==> config.mk <==
export PLATFORM = sky130hd
export DESIGN_NAME = cpu_seq
export DESIGN_NICKNAME = d
export VERILOG_FILES = /design/src/rtl/cpu_seq.sv
export SDC_FILE = /design/constraint.sdc
export NUM_CORES = 1
export LEC_CHECK = 0
export CORE_MARGIN = 2
export CORE_UTILIZATION = 41
export CTS_CLUSTER_SIZE = 20
export DETAILED_ROUTE_END_ITERATION = 8
export PLACE_DENSITY_LB_ADDON = 0.2
export SYNTH_ARGS = -nofsm -noshare
export SYNTH_HDL_FRONTEND = slang
export SYNTH_SLANG_ARGS = --single-unit
export TNS_END_PERCENT = 50
==> constraint.sdc <==
create_clock -name clk -period 1.9 [get_ports clk]
set_input_delay 0.38 -clock clk [delete_from_list [all_inputs] [get_ports clk]]
set_output_delay 0.38 -clock clk [all_outputs]
set_load 0.05 [all_outputs]
==> src/rtl/cpu_seq.sv <==
// cpu_seq: multicycle FETCH/DECODE/EXEC/MEM/WB sequencer for the CPU core.
// Owns pc, ir and zf, and turns the decoder's write enables into one-cycle
// strobes. The instruction and data memories use ready/ack handshakes, so
// they may take any number of wait cycles.
// Optional feature macro: CPU_SEQ_PERF_EN adds the cyc_cnt/ret_cnt
// saturating performance counters.
module cpu_seq #(
    parameter int              AW       = 9,
    parameter int              IW       = 32,
    parameter logic [AW-1:0]   RESET_PC = '0,
    parameter int              CW       = 32
) (
    input  logic          clk,
    input  logic          rst_n,
    input  logic          start,
    output logic          imem_req,
    output logic [AW-1:0] imem_addr,
    input  logic          imem_ack,
    input  logic [IW-1:0] imem_rdata,
    output logic [IW-1:0] ir,
    output logic [AW-1:0] pc,
    output logic          zf,
    input  logic          alu_zf,
    input  logic          dec_pc_we,
    input  logic [AW-1:0] dec_pc_in,
    input  logic          dec_reg_we,
    input  logic          dec_mem_we,
    input  logic          dec_mem_rd,
    input  logic          dec_halt,
    output logic          dmem_req,
    output logic          dmem_we,
    input  logic          dmem_ack,
    output logic          reg_we,
`ifdef CPU_SEQ_PERF_EN
    output logic [CW-1:0] cyc_cnt,
    output logic [CW-1:0] ret_cnt,
`endif
    output logic [2:0]    state,
    output logic          halted
);

    typedef enum logic [2:0] {
        S_IDLE   = 3'd0,
        S_FETCH  = 3'd1,
        S_DECODE = 3'd2,
        S_EXEC   = 3'd3,
        S_MEM    = 3'd4,
        S_WB     = 3'd5,
        S_HALT   = 3'd6
    } state_t;

    state_t        state_q;
    state_t        state_d;
    logic [AW-1:0] pc_q;
    logic [AW-1:0] pc_inc;
    logic [IW-1:0] ir_q;
    logic          zf_q;
    logic          is_store;

    // PC increment wraps modulo 2^AW by construction.
    assign pc_inc   = pc_q + {{(AW-1){1'b0}}, 1'b1};
    assign is_store = dec_mem_we & ~dec_mem_rd;

    // State register; reset forces IDLE so every strobe drops at once.
    always_ff @(posedge clk or negedge rst_n) begin
        if (!rst_n) begin
            state_q <= S_IDLE;
        end else begin
            state_q <= state_d;
        end
    end

    // Next-state logic; acks and start are only honoured in their own states.
    always_comb begin
        state_d = state_q;
        unique case (state_q)
            S_IDLE:   if (start) state_d = S_FETCH;
            S_FETCH:  if (imem_ack) state_d = S_DECODE;
            S_DECODE: state_d = S_EXEC;
            S_EXEC: begin
                if (dec_halt) begin
                    state_d = S_HALT;
                end else if (dec_mem_we || dec_mem_rd) begin
                    state_d = S_MEM;
                end else begin
                    state_d = S_WB;
                end
            end
            S_MEM:    if (dmem_ack) state_d = S_WB;
            S_WB:     state_d = S_FETCH;
            S_HALT:   if (start) state_d = S_FETCH;
            default:  state_d = S_IDLE;
        endcase
    end

    // PC, instruction register and zero flag; ir and zf stay frozen from
    // DECODE through WB so the decoder outputs remain stable.
    always_ff @(posedge clk or negedge rst_n) begin
        if (!rst_n) begin
            pc_q <= RESET_PC;
            ir_q <= '0;
            zf_q <= 1'b0;
        end else begin
            if (state_q == S_FETCH && imem_ack) begin
                ir_q <= imem_rdata;
            end
            if (state_q == S_EXEC) begin
                zf_q <= alu_zf;
                if (dec_halt) begin
                    pc_q <= pc_inc;
                end
            end
            if (state_q == S_WB) begin
                pc_q <= dec_pc_we ? dec_pc_in : pc_inc;
            end
        end
    end

    // Strobes are decoded from the registered state (plus the stable decoder
    // outputs), never from an ack, so they cannot glitch on handshakes.
    assign imem_req  = (state_q == S_FETCH);
    assign imem_addr = pc_q;
    assign dmem_req  = (state_q == S_MEM);
    assign dmem_we   = (state_q == S_MEM) & dec_mem_we;
    assign reg_we    = (state_q == S_WB) & dec_reg_we & ~is_store;
    assign halted    = (state_q == S_HALT);
    assign state     = state_q;
    assign pc        = pc_q;
    assign ir        = ir_q;
    assign zf        = zf_q;

`ifdef CPU_SEQ_PERF_EN
    logic [CW-1:0] cyc_q;
    logic [CW-1:0] ret_q;

    function automatic logic [CW-1:0] sat_inc(input logic [CW-1:0] v);
        return (&v) ? v : v + {{(CW-1){1'b0}}, 1'b1};
    endfunction

    // Busy-cycle and retired-instruction counters, saturating at all-ones.
    always_ff @(posedge clk or negedge rst_n) begin
        if (!rst_n) begin
            cyc_q <= '0;
            ret_q <= '0;
        end else begin
            if (state_q != S_IDLE && state_q != S_HALT) begin
                cyc_q <= sat_inc(cyc_q);
            end
            if (state_q == S_WB || (state_q == S_EXEC && dec_halt)) begin
                ret_q <= sat_inc(ret_q);
            end
        end
    end

    assign cyc_cnt = cyc_q;
    assign ret_cnt = ret_q;
`endif

endmodule

Run 1, cells coloured by class:
Bar = 20 microns.
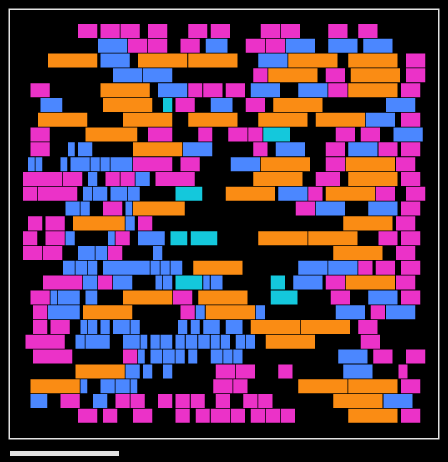
class	colour	cells
all other logic	blue	116
flops	orange	45
other buffers and delay cells	magenta	122
clock drivers and dummy loads	cyan	8

Run 1, sequential cells grouped by signal name:
Other sequential cells in the stronger grey, the rest of the logic in the fainter grey.
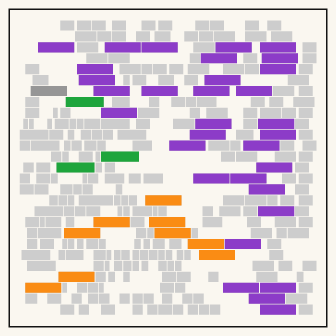
signal	colour	flops
state	green	3
imem_addr	orange	9
ir	purple	32
not coloured	1

==> results.tsv, run 1 <==
metric	value	unit
pg_seq	1.84	mW
postCtsHoldBufs	0	
worstMarginPinSlew	0.533	ns
regArea	1130	sq um
placed_area	3400	sq um
combGateArea	1010	sq um
chipArea	6190	sq um
required	1.52	ns
cp-start-kind	register	
power.group.top	combinational logic	
synth_top_cell_by_area	dfrtp_1	
period_needed	1.85	ns
status	completed	
cap_violations	0	
rows	27	
dr_wl_met2	2350	microns
netlist_top_cells_area	dfrtp_1 49%, mux2_4 20%, buf_4 3.9%	
root_buffer	clkbuf_8	
clock-sinks	45	
yosys_warnings	0	
routed_wl	5240	microns
path_cells	clkdlybuf4s50_1	
cts_buffers	5	
vias	1802	
max_stage_delay	0.82	ns
path_buffers	1	
drc_errors	0	
ir_drop	1.06	mV
power.density	2080	nW/um^2
avgSynthCellArea	12.7	sq um
synthFlopType	dfrtp_1	
use_met2	0.253	
die_width	78.7	microns
grt_pass1_vias	1668	
maxSlewHeadroom	0.644	
highest_layer	met4	
path_max_fanout	2	
crit_type	reg -> out	
rsz0062_at_grt	no	
pg_comb	4.91	mW
track_usage	0.173	
met3_length	427	microns
antenna_left	0	
drv_slew	0	
xor_share	0	
p_seq_frac	0.250	
hpwl	3920	microns
antenna_cells	0	
io_pins	111	
nets	343	
cp_slowest_cell	clkdlybuf4s50_1	
fin_util	0.648	
antenna_found_initial	0	
netlist_area	2280	sq um
met3_usage	0.0368	
yosys_area	2280	sq um
vias_per_cell	4.96	
arrival	1.47	ns
postSynthCellCount	180	
fin_tns_setup	0	ns
aoi_share	0.0958	
Run 1, clock wires, drivers and flops:
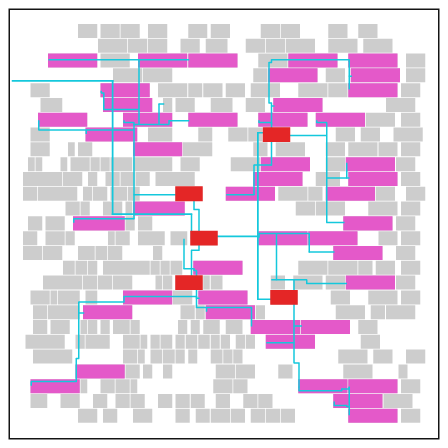
[clock wires] cyan | length: 522 microns
[flip-flops] magenta | count: 45
[cells driving clock nets] red | count: 5
routed clock nets	6
Late-Pin Clk Latency: 0.29 ns
clock network fraction of total power: 0.080
Clk. pwr: 0.591 mW

run 1: registers in the layout, summed over array words and instances (netlist names):
register and count:
state 3, zf 1, imem_addr 9, ir 32
run 1: area by class of cell:
type,count,share of cell area
clock buffer,5,0.0195
clock inverter,3,0.00604
inverter,1,0.00107
multi-input combinational,115,0.287
sequential,45,0.321
tap,72,0.0256
timing repair buffer,122,0.340
run 1: path summary, 6_finish.rpt:
kind / startpoint / to / depth (start not counted)
max: ir[27]$_DFFE_PN0P_ / ir[27] / 1
min: rst_n / ir[5]$_DFFE_PN0P_ / 1
max reg2reg: imem_addr[0]$_DFFE_PN0P_ / imem_addr[8]$_DFFE_PN0P_ / 5
min reg2reg: ir[2]$_DFFE_PN0P_ / ir[2]$_DFFE_PN0P_ / 1
max in group asynchronous: rst_n / state[0]$_DFFE_PN0P_ / 2
min in group clk: ir[2]$_DFFE_PN0P_ / ir[2]$_DFFE_PN0P_ / 1
run 1: cell usage in the layout, fill, tap and decap left out, drive strengths merged:
cell type	instances
a21o	1
a21oi	14
a22o	1
a22oi	2
a2bb2oi	2
and2	2
and3	1
and3b	1
and4b	1
buf	46
clkbuf	5
clkdlybuf4s50	74
clkinv	1
clkinvlp	1
dfrtp	45
dlymetal6s2s	2
ha	1
inv	2
mux2	33
mux2i	1
nand2	9
nand2b	4
nand3	9
nand4	2
nand4b	1
nor2	6
nor2b	3
nor3	3
nor4b	1
o21a	2
o21ai	7
o21bai	1
o22ai	3
o2bb2ai	1
o31ai	2
or3	1
run 1: per-stage QoR:
| stage | setup WS, ns | cells |
|---|---|---|
| CTS | 0.00405 | 363 |
| global route | 0.000889 | 363 |
| detailed placement | 0.0836 | 352 |
| global placement | 0.0935 | 352 |
| floorplan | -0.0259 | 180 |
| finish | 0.0486 | 363 |
==> run 2, diff against run 1 <==
CAP_MARGIN = 20   (was default)
Run 2, supply network:
Pins as bars on the die edge. Tap cells in grey.
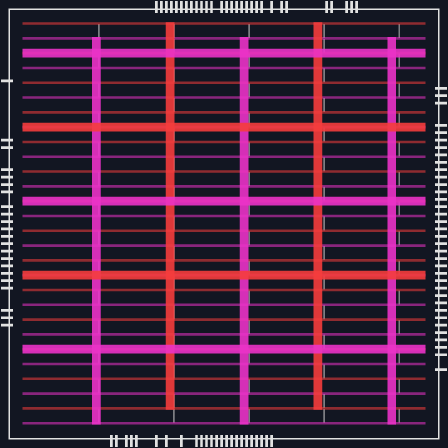
net	colour
VDD	red
VSS	magenta
met4 straps	5
tap cells	72
signal pins	111
met1 rails	28
die height: 78.7 microns
Core Area: 5440 sq um

==> run 2 against run 1 <==
- non-clock buffer count stayed put
- clock skew stayed put
- total power stayed put
- via count stayed put
- wire length stayed put
- hold slack stayed put
- global-route usage stayed put
- cell count stayed put
- highest routed layer unchanged
==> results.tsv, run 2 <==
metric	value	unit	change
hold_viol_final	0		unchanged
maxSlewHeadroom	0.644		unchanged
worst_slack	0.0486	ns	unchanged
avgSynthCellArea	12.7	sq um	unchanged
antenna_cells	0		unchanged
stdcell_count	363		unchanged
path_max_fanout	2		unchanged
drv_slew	0		unchanged
clk_share	0.0256		unchanged
dominant_cells	non-clock buffers		unchanged
netlist_top_cells_area	dfrtp_1 49%, mux2_4 20%, buf_4 3.9%		unchanged
flop-count	45		unchanged
seq-cell-share	0.321		unchanged
comb_share	0.287		unchanged
ys_sh_adder	0.00548		unchanged
nets	343		unchanged
rows	27		unchanged
yosys_area	2280	sq um	unchanged
period_used_share	0.974		unchanged
largest_reg_flops	32		unchanged
logic_gates	115		unchanged
cts_buffers	5		unchanged
synthFlopType	dfrtp_1		unchanged
netlist_area	2280	sq um	unchanged
crit_type	reg -> out		unchanged
insertion_delay	0.29	ns	about the same
aoi_share	0.0958		unchanged
antenna_left	0		unchanged
cp.depth	1		unchanged
io_pins	111		unchanged
fin_tns_setup	0	ns	unchanged
topCombFamilyByArea	multiplexers		unchanged
vias	1802		unchanged
nWellTaps	72		unchanged
power.density	2080	nW/um^2	unchanged
required	1.52	ns	about the same
cp-start-kind	register		unchanged
dr.pass1.iters	4		unchanged
combGateArea	1010	sq um	unchanged
die_width	78.7	microns	unchanged
arrival	1.47	ns	about the same
dp_slack	0.0836	ns	unchanged
track_usage	0.173		unchanged
ir_drop	1.06	mV	unchanged
hpwl	3920	microns	unchanged
antenna_found_initial	0		unchanged
cp_slowest_cell	clkdlybuf4s50_1		unchanged
routed_wl	5240	microns	unchanged
period_needed	1.85	ns	unchanged
synth_top_cell_by_area	dfrtp_1		unchanged
status	completed		unchanged
buffer_area_frac	0.340		unchanged
drc_errors	0		unchanged
buffers_excl_clock	122		unchanged
chipArea	6190	sq um	unchanged
yosys_warnings	0		unchanged
postCtsHoldBufs	0		unchanged
final_common_cell	clkdlybuf4s50_1		unchanged
root_buffer	clkbuf_8		unchanged
n_clock_buffer	5		unchanged
vias_per_cell	4.96		unchanged
max_stage_delay	0.82	ns	about the same
worstMarginPinSlew	0.533	ns	unchanged
dpl.cell_count	352		unchanged
path_buffers	1		unchanged
cap_violations	0		unchanged
path_cells	clkdlybuf4s50_1		unchanged
rsz0062_at_grt	no		unchanged
rr_worst_depth	5		unchanged
inv_count	1		unchanged
clock-sinks	45		unchanged
xor_share	0		unchanged
==> run 2: cell counts in the layout (fill, tap and decap cells not counted) <==
No cell type changed its count.
==> run 2: metal layers <==
| layer | part of all wire | GRT usage | wire (microns) | vias to the layer above |
|---|---|---|---|---|
| li1 | - | - | - | 854 |
| met1 | 0.46 | 0.254 | 2400 | 861 |
| met2 | 0.45 | 0.253 | 2350 | 82 |
| met3 | 0.082 | 0.0368 | 427 | 5 |
| met4 | 0.010 | 0.0579 | 55 | 0 |
| met5 | 0 | 0 | 0 | - |
==> run 2: timing repair <==
action	CTS	global route
gates cloned	0	0
endpoints found under the setup margin	2	2
setup buffers	3	0
gates resized	0	2
==> run 2: final timing paths <==
path,to,slack [ns],start
setup / recovery,ir[27],0.05,ir[27]$_DFFE_PN0P_
min in group clk,ir[2]$_DFFE_PN0P_,0.51,ir[2]$_DFFE_PN0P_
setup reg to reg,imem_addr[8]$_DFFE_PN0P_,0.27,imem_addr[0]$_DFFE_PN0P_
hold / removal,ir[5]$_DFFE_PN0P_,0.04,rst_n
max in group asynchronous,state[0]$_DFFE_PN0P_,1.29,rst_n
hold reg to reg,ir[2]$_DFFE_PN0P_,0.51,ir[2]$_DFFE_PN0P_
==> run 2: kinds of logic (layout without fill, tap and decap cells) <==
logic type	after synthesis	count (layout)
multiplexers	34	34
buffers and inverters	20	131
adder cells (fa/ha/maj)	1	1
AND/OR/NAND/NOR	44	44
flip-flops	45	45
AND-OR/OR-AND	36	36
==> run 2: report_power, final <==
part | internal (mW) | switching, mW
clock | 0.261 | 0.330
combinational | 1.93 | 2.98
sequential | 1.44 | 0.392
Run 2, cells coloured by class:
Bar = 20 microns.
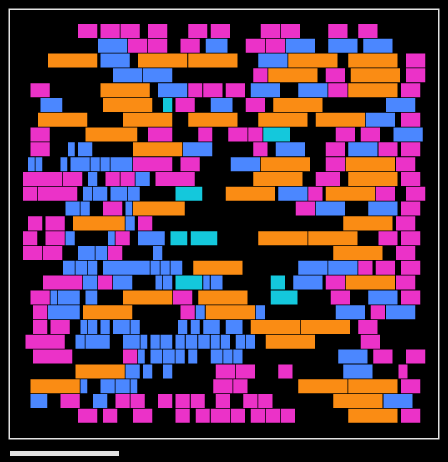

==> run 3, diff against run 2 <==
CELL_PAD_IN_SITES_DETAIL_PLACEMENT = 1   (was default)
CELL_PAD_IN_SITES_GLOBAL_PLACEMENT = 1   (was default)
CORE_UTILIZATION = 31   (was 41)
RECOVER_POWER = 50   (was default)
Run 3, cells coloured by class:
Bar = 20 microns.
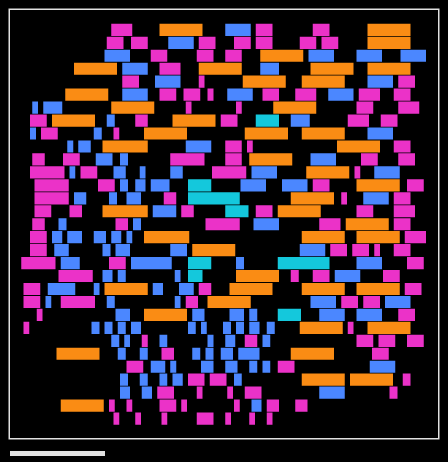
class	colour	cells
clock drivers and dummy loads	cyan	8
flops	orange	45
all other logic	blue	116
other buffers and delay cells	magenta	124

==> run 3 against run 2 <==
- clock power is 46% higher
- die size grew 31%
- wire length rose by 17%
- critical path type unchanged
- largest power group unchanged
==> results.tsv, run 3 <==
metric	value	unit	change
status	completed		unchanged
pg_comb	4.80	mW	was 4.91 mW
met3_length	384	microns	was 427 microns
clock-sinks	45		unchanged
required	1.52	ns	about the same
cap_violations	0		unchanged
placed_area	3490	sq um	was 3400 sq um
rows	31		was 27
die_width	89.9	microns	was 78.7 microns
antenna_left	0		unchanged
synthFlopType	dfrtp_1		unchanged
p_clk_frac	0.115		was 0.080
cp.depth	1		unchanged
track_usage	0.154		was 0.173
period_needed	1.85	ns	about the same
netlist_top_cells_area	dfrtp_1 49%, mux2_4 20%, buf_4 3.9%		unchanged
use_met2	0.234		was 0.253
power.group.top	combinational logic		unchanged
xor_share	0		unchanged
grt-busiest-layer	met2		was met1
p_switching	3.76	mW	was 3.71 mW
cts_buffers	5		unchanged
hold_viol_final	0		unchanged
path_buffers	1		unchanged
path_max_fanout	2		unchanged
vias_per_cell	4.65		was 4.96
rr_worst_depth	5		unchanged
routed_wl	6130	microns	was 5240 microns
arrival	1.47	ns	about the same
drc_errors	0		unchanged
postSynthCellCount	180		unchanged
netlist_area	2280	sq um	unchanged
grt_util_met1	0.214		was 0.254
dp_slack	0.0974	ns	was 0.0836 ns
antenna_cells	0		unchanged
p_comb_frac	0.641		was 0.669
dr.pass1.iters	4		unchanged
swShare	0.503		was 0.505
cts_tree	done		unchanged
wl_met1	2880	microns	was 2400 microns
final_cell_mix	65 x clkdlybuf4s50_1, 42 x dfrtp_1, 30 x mux2_4		was 74 x clkdlybuf4s50_1, 42 x dfrtp_1, 38 x buf_4
crit_type	reg -> out		unchanged
aoi_share	0.0958		unchanged
insertion_delay	0.30	ns	was 0.29 ns
avgSynthCellArea	12.7	sq um	unchanged
largest_reg_flops	32		unchanged
final_common_cell	clkdlybuf4s50_1		unchanged
cp_slowest_cell	clkdlybuf4s50_1		unchanged
root_buffer	clkbuf_8		unchanged
p_int	3.72	mW	was 3.63 mW
yosys_warnings	0		unchanged
power.density	2100	nW/um^2	was 2080 nW/um^2
p_clk	0.864	mW	was 0.591 mW
ys_sh_adder	0.00548		unchanged
drv_slew	0		unchanged
highest_layer	met4		unchanged
max_stage_delay	0.82	ns	about the same
yosys_area	2280	sq um	unchanged
cp-start-kind	register		unchanged
worstMarginPinSlew	1.12	ns	was 0.533 ns
synth_top_cell_by_area	dfrtp_1		unchanged
antenna_found_initial	0		unchanged
path_cells	clkdlybuf4s50_1		unchanged
worst_slack	0.0498	ns	was 0.0486 ns
vias	1823		was 1,802
dr_wl_met2	2760	microns	was 2350 microns
chipArea	8070	sq um	was 6190 sq um
nets	345		was 343
hpwl	4550	microns	was 3920 microns
dieHeight	89.9	microns	was 78.7 microns
p_seq_frac	0.243		was 0.250
period_used_share	0.974		about the same
met3_usage	0.0419		was 0.0368
topCombFamilyByArea	multiplexers		unchanged
pg_seq	1.82	mW	was 1.84 mW
grt_pass1_vias	1893		was 1,668
maxSlewHeadroom	0.253		was 0.644
==> run 3: netlist changes by cell type in the layout (fill, tap and decap cells not counted), moves of 2 or more <==
cell / delta
bufinv_16: +2
buf_12: +2
clkbuf_1: +25
dlymetal6s2s_1: +7
clkbuf_2: +2
clkdlybuf4s50_1: -9
buf_4: -25
==> run 3: final cells by class <==
cell class | count | area [sq um] | area share
timing repair buffer | 124 | 1150 | 0.323
tap | 99 | 124 | 0.0348
clock buffer | 5 | 68.8 | 0.0193
sequential | 45 | 1130 | 0.317
clock inverter | 3 | 68.8 | 0.0193
multi-input combinational | 115 | 1010 | 0.285
inverter | 1 | 3.75 | 0.00105
==> run 3: path summary, 6_finish.rpt <==
kind,start,slack [ns],endpoint
worst max-delay path,ir[28]$_DFFE_PN0P_,0.05,ir[28]
worst min-delay path,rst_n,0.38,ir[29]$_DFFE_PN0P_
worst max register to register,state[1]$_DFFE_PN0P_,0.26,ir[0]$_DFFE_PN0P_
worst min register to register,ir[4]$_DFFE_PN0P_,0.51,ir[4]$_DFFE_PN0P_
max in group asynchronous,rst_n,0.77,state[0]$_DFFE_PN0P_
min in group clk,ir[4]$_DFFE_PN0P_,0.51,ir[4]$_DFFE_PN0P_
==> run 3: through the flow <==
| step | TNS (ns) | hold slack (ns) | cells |
|---|---|---|---|
| 3_5_place_dp | 0 | 0.384 | 381 |
| 6_report | 0 | 0.377 | 392 |
| 4_1_cts | 0 | 0.0494 | 392 |
| 2_1_floorplan | -0.0259 | 0.0844 | 180 |
| 3_3_place_gp | 0 | 0.384 | 381 |
| 5_1_grt | 0 | 0.469 | 392 |
==> run 3: timing repair <==
item,CTS,global route
endpoints found under the setup margin,2,10
setup buffers,3,0
resized,0,10
hold buffers,0,0

==> notes/layouts.md <==
Pictures saved along the way, in no particular order.

Congestion heat map.
(a)
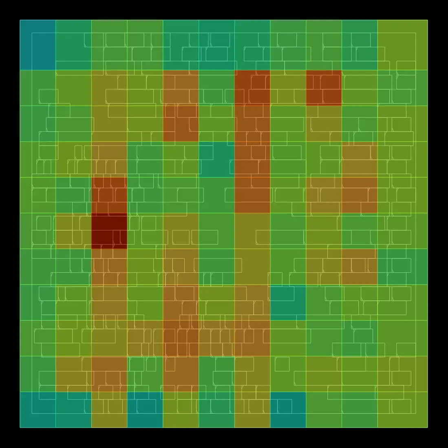
(b)
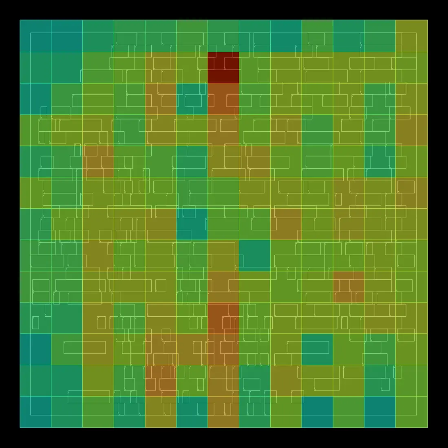
- highest utilization: (a)
Run 2 is (a).
Run 3 is (b).

No activity file was given, so power comes from the tool's default toggle rates.
